## src/rtl/mem_access.sv

```systemverilog
// Memory-access stage: single-outstanding req/ack data bus, load alignment, writeback register.
// Latency: non-memory ops 1 cycle; loads/stores 2 cycles minimum (request edge + ack edge).
// Backpressure: stall_out holds upstream from an aligned access until the cycle dbus_ack arrives.
// Optional: define MA_TIMEOUT_EN for a bus timeout that reports an access fault after TIMEOUT_CYCLES.
module mem_access #(
    parameter int TIMEOUT_CYCLES = 16
) (
    input  logic        clk,
    input  logic        rst_n,
    input  logic [2:0]  load_op,
    input  logic [2:0]  store_op,
    input  logic [63:0] pc,
    input  logic [4:0]  rd,
    input  logic [63:0] result,
    input  logic [63:0] data2,
    output logic        stall_out,
    output logic        dbus_req,
    output logic        dbus_we,
    output logic [63:0] dbus_addr,
    output logic [63:0] dbus_wdata,
    output logic [7:0]  dbus_wmask,
    input  logic        dbus_ack,
    input  logic [63:0] dbus_rdata,
    output logic [4:0]  ma_rd,
    output logic [63:0] ma_data,
    output logic        misalign_en,
    output logic [63:0] misalign_addr,
    output logic [63:0] wb_pc,
    output logic [4:0]  wb_rd,
    output logic [63:0] wb_data
);

    // A zero-cycle timeout has no meaning; reject it when the design is built.
    if (TIMEOUT_CYCLES < 1) begin : g_bad_timeout
        $error("mem_access: TIMEOUT_CYCLES must be at least 1");
    end

`ifdef MA_TIMEOUT_EN
    typedef enum logic [1:0] {IDLE = 2'd0, BUSY = 2'd1, ERR = 2'd2} state_t;
`else
    typedef enum logic {IDLE = 1'b0, BUSY = 1'b1} state_t;
`endif

    state_t state, state_nxt;

    logic        is_load;
    logic        is_store;
    logic        is_mem;
    logic [1:0]  acc_lg;
    logic        misaligned;
    logic [2:0]  off;
    logic [63:0] st_wdata;
    logic [7:0]  st_wmask;
    logic [63:0] shifted;
    logic [63:0] load_ext;
    logic        tmo_hit;

    assign off = result[2:0];

    // Decode the op: access size, alignment, store lanes and load extension.
    always_comb begin
        is_load    = (load_op != 3'd0);
        is_store   = !is_load && (store_op >= 3'd1) && (store_op <= 3'd4);
        is_mem     = is_load || is_store;
        acc_lg     = 2'd0;
        st_wdata   = 64'd0;
        st_wmask   = 8'd0;
        if (is_load) begin
            case (load_op)
                3'd1, 3'd5: acc_lg = 2'd0;
                3'd2, 3'd6: acc_lg = 2'd1;
                3'd3, 3'd7: acc_lg = 2'd2;
                default:    acc_lg = 2'd3;
            endcase
        end else begin
            case (store_op)
                3'd1: begin
                    acc_lg   = 2'd0;
                    st_wdata = {8{data2[7:0]}};
                    st_wmask = 8'h01 << off;
                end
                3'd2: begin
                    acc_lg   = 2'd1;
                    st_wdata = {4{data2[15:0]}};
                    st_wmask = 8'h03 << off;
                end
                3'd3: begin
                    acc_lg   = 2'd2;
                    st_wdata = {2{data2[31:0]}};
                    st_wmask = 8'h0F << off;
                end
                3'd4: begin
                    acc_lg   = 2'd3;
                    st_wdata = data2;
                    st_wmask = 8'hFF;
                end
                default: acc_lg = 2'd0;
            endcase
        end
        case (acc_lg)
            2'd0:    misaligned = 1'b0;
            2'd1:    misaligned = off[0];
            2'd2:    misaligned = |off[1:0];
            default: misaligned = |off;
        endcase
        shifted = dbus_rdata >> {off, 3'b000};
        case (load_op)
            3'd1:    load_ext = {{56{shifted[7]}},  shifted[7:0]};
            3'd2:    load_ext = {{48{shifted[15]}}, shifted[15:0]};
            3'd3:    load_ext = {{32{shifted[31]}}, shifted[31:0]};
            3'd5:    load_ext = {56'd0, shifted[7:0]};
            3'd6:    load_ext = {48'd0, shifted[15:0]};
            3'd7:    load_ext = {32'd0, shifted[31:0]};
            default: load_ext = shifted;
        endcase
    end

`ifdef MA_TIMEOUT_EN
    localparam int CW = $clog2(TIMEOUT_CYCLES + 1);
    logic [CW-1:0] tmo_cnt;

    // Count BUSY cycles without ack; restarts on every new access.
    always_ff @(posedge clk) begin
        if (!rst_n) begin
            tmo_cnt <= '0;
        end else if (state == BUSY && !dbus_ack) begin
            tmo_cnt <= tmo_cnt + CW'(1);
        end else begin
            tmo_cnt <= '0;
        end
    end

    assign tmo_hit = (state == BUSY) && !dbus_ack && (tmo_cnt == CW'(TIMEOUT_CYCLES - 1));
`else
    assign tmo_hit = 1'b0;
`endif

    // State register.
    always_ff @(posedge clk) begin
        if (!rst_n) begin
            state <= IDLE;
        end else begin
            state <= state_nxt;
        end
    end

    // Next state, stall and forwarding outputs.
    always_comb begin
        state_nxt = state;
        stall_out = 1'b0;
        ma_rd     = 5'd0;
        ma_data   = 64'd0;
        case (state)
            IDLE: begin
                if (!is_mem) begin
                    ma_rd   = rd;
                    ma_data = result;
                end else if (!misaligned) begin
                    stall_out = 1'b1;
                    state_nxt = BUSY;
                end
            end
            BUSY: begin
                stall_out = !dbus_ack;
                if (dbus_ack) begin
                    state_nxt = IDLE;
                    if (is_load) begin
                        ma_rd   = rd;
                        ma_data = load_ext;
                    end
                end else if (tmo_hit) begin
`ifdef MA_TIMEOUT_EN
                    state_nxt = ERR;
`endif
                end
            end
`ifdef MA_TIMEOUT_EN
            ERR: begin
                state_nxt = IDLE;
            end
`endif
            default: state_nxt = IDLE;
        endcase
    end

    // Bus request fields, fault report and writeback registers.
    always_ff @(posedge clk) begin
        if (!rst_n) begin
            dbus_req      <= 1'b0;
            dbus_we       <= 1'b0;
            dbus_addr     <= 64'd0;
            dbus_wdata    <= 64'd0;
            dbus_wmask    <= 8'd0;
            misalign_en   <= 1'b0;
            misalign_addr <= 64'd0;
            wb_pc         <= 64'd0;
            wb_rd         <= 5'd0;
            wb_data       <= 64'd0;
        end else begin
            misalign_en <= 1'b0;
            case (state)
                IDLE: begin
                    wb_pc <= pc;
                    if (!is_mem) begin
                        wb_rd   <= rd;
                        wb_data <= result;
                    end else if (misaligned) begin
                        misalign_en   <= 1'b1;
                        misalign_addr <= result;
                        wb_rd         <= 5'd0;
                        wb_data       <= 64'd0;
                    end else begin
                        dbus_req   <= 1'b1;
                        dbus_we    <= is_store;
                        dbus_addr  <= {result[63:3], 3'b000};
                        dbus_wdata <= st_wdata;
                        dbus_wmask <= st_wmask;
                        wb_rd      <= 5'd0;
                        wb_data    <= 64'd0;
                    end
                end
                BUSY: begin
                    if (dbus_ack) begin
                        dbus_req <= 1'b0;
                        wb_pc    <= pc;
                        wb_rd    <= is_load ? rd : 5'd0;
                        wb_data  <= is_load ? load_ext : 64'd0;
                    end else begin
                        // Bubble into writeback while waiting on the bus.
                        wb_rd <= 5'd0;
                        if (tmo_hit) begin
                            dbus_req <= 1'b0;
                        end
                    end
                end
                default: begin
                    // Timed-out access is reported through the fault outputs.
                    misalign_en   <= 1'b1;
                    misalign_addr <= result;
                    wb_pc         <= pc;
                    wb_rd         <= 5'd0;
                    wb_data       <= 64'd0;
                end
            endcase
        end
    end

endmodule

```

## config.mk

```make
export PLATFORM = sky130hd
export DESIGN_NAME = mem_access
export DESIGN_NICKNAME = d
export VERILOG_FILES = /design/src/rtl/mem_access.sv
export SDC_FILE = /design/constraint.sdc
export NUM_CORES = 1
export LEC_CHECK = 0
export CAP_MARGIN = 15
export CORE_AREA = 4 4 260 262
export DETAILED_ROUTE_END_ITERATION = 16
export DIE_AREA = 0 0 264 266
export PLACE_DENSITY = 0.51
export SYNTH_ARGS = -nofsm -noshare
export SYNTH_HDL_FRONTEND = slang
export SYNTH_SLANG_ARGS = --single-unit
export TNS_END_PERCENT = 100
```

## constraint.sdc

```tcl
create_clock -name clk -period 4.43 [get_ports clk]
set_clock_uncertainty 0.1 [all_clocks]
set_input_delay 0.443 -clock clk [delete_from_list [all_inputs] [get_ports clk]]
set_output_delay 0.443 -clock clk [all_outputs]
set_load 0.02 [all_outputs]
```

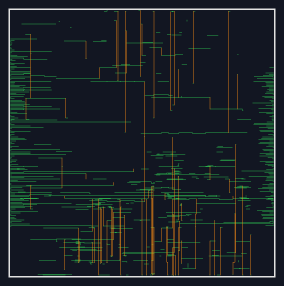
(images/wires.png)
(1 px per um) Two of the layers only.
layer	color	wire length
metal 3	green	6770 um
metal 4	orange	3490 um

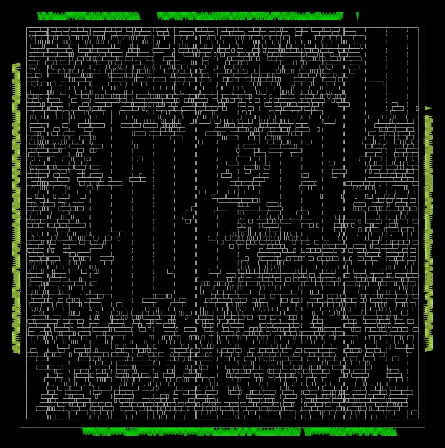
(images/placement.png)
final core area utilization: 39.8%
tap cell instance count: 864
sequential cell count: 334
final cell count without fillers: 3580
standard-cell rows: 94

==> notes.md <==
Update from the flow run.

The final timing summary puts the cycle share of the worst path at 97.7%. The post-route total power is 9.16 mW. In this design, the critical path's most frequently occurring cell is sky130_fd_sc_hd__clkdlybuf4s50_1.

The cell depth of the worst min-delay path is 3. The final weighted congestion recorded by global placement is 0.908. The standard cell area after detailed placement is 24500 sq um. Setup repair after global routing could not meet its margin everywhere.

The worst slew slack as a fraction of its limit is 10.8%. In the final layout, the fill cell count is 6723. The run finished with clean final reports. The CTS tree is built. The layout report lists the combined flip-flop and latch area as 6690 sq um. The synthesized-area fraction occupied by xor and xnor cells is 0.0513%. The maximum number of pins on one net before global-route repair is 148. The worst VDD IR drop from the latest analysis is 0.240 mV. The most common logic cells in the final layout are sky130_fd_sc_hd__clkdlybuf4s50_1, sky130_fd_sc_hd__nand2_1, sky130_fd_sc_hd__dfxtp_1, sky130_fd_sc_hd__mux2i_1, sky130_fd_sc_hd__a21oi_1.

The clock tree has to reach 334 sinks. The first detailed-routing pass took 5 iterations. The final critical delay including setup and external delays is 4330 ps. Of the total standard cell area in the layout, the multi-input combinational portion is 37.0%. In this run, power in flip-flops and latches comes to 3.30 mW.

In the global route stage, overall resource usage came out at 22.9%. The count of warning messages emitted by the tools is 39. In this run, post-CTS hold repair placed 0 buffers. The fraction of layout instances using a drive strength above 1 is 6.15%. The endpoint of the worst hold path is reported as misalign_addr[8].
-- tightest hold or removal path, delay by kind of cell --
| family | cells | cell delay, ps |
|---|---|---|
| buffers and inverters | 1 | 200 |
| multiplexers | 1 | 50 |
| AND/OR/NAND/NOR | 1 | 120 |
-- metal layers --
| metal | part of all wire, % | GRT usage (%) |
|---|---|---|
| met1 | 41 | 28.6 |
| met2 | 47 | 37.8 |
| met3 | 7.8 | 6.22 |
| met4 | 4.0 | 8.87 |
| met5 | 0.064 | 0 |
-- sequential cells by signal, indices dropped and copies added, names as in the netlist, 5 cells and up --
name,cells
dbus_addr,61
misalign_addr,64
dbus_wdata,64
wb_data,64
dbus_wmask,8
wb_pc,64
wb_rd,5
Power and IR drop assume default switching activity.
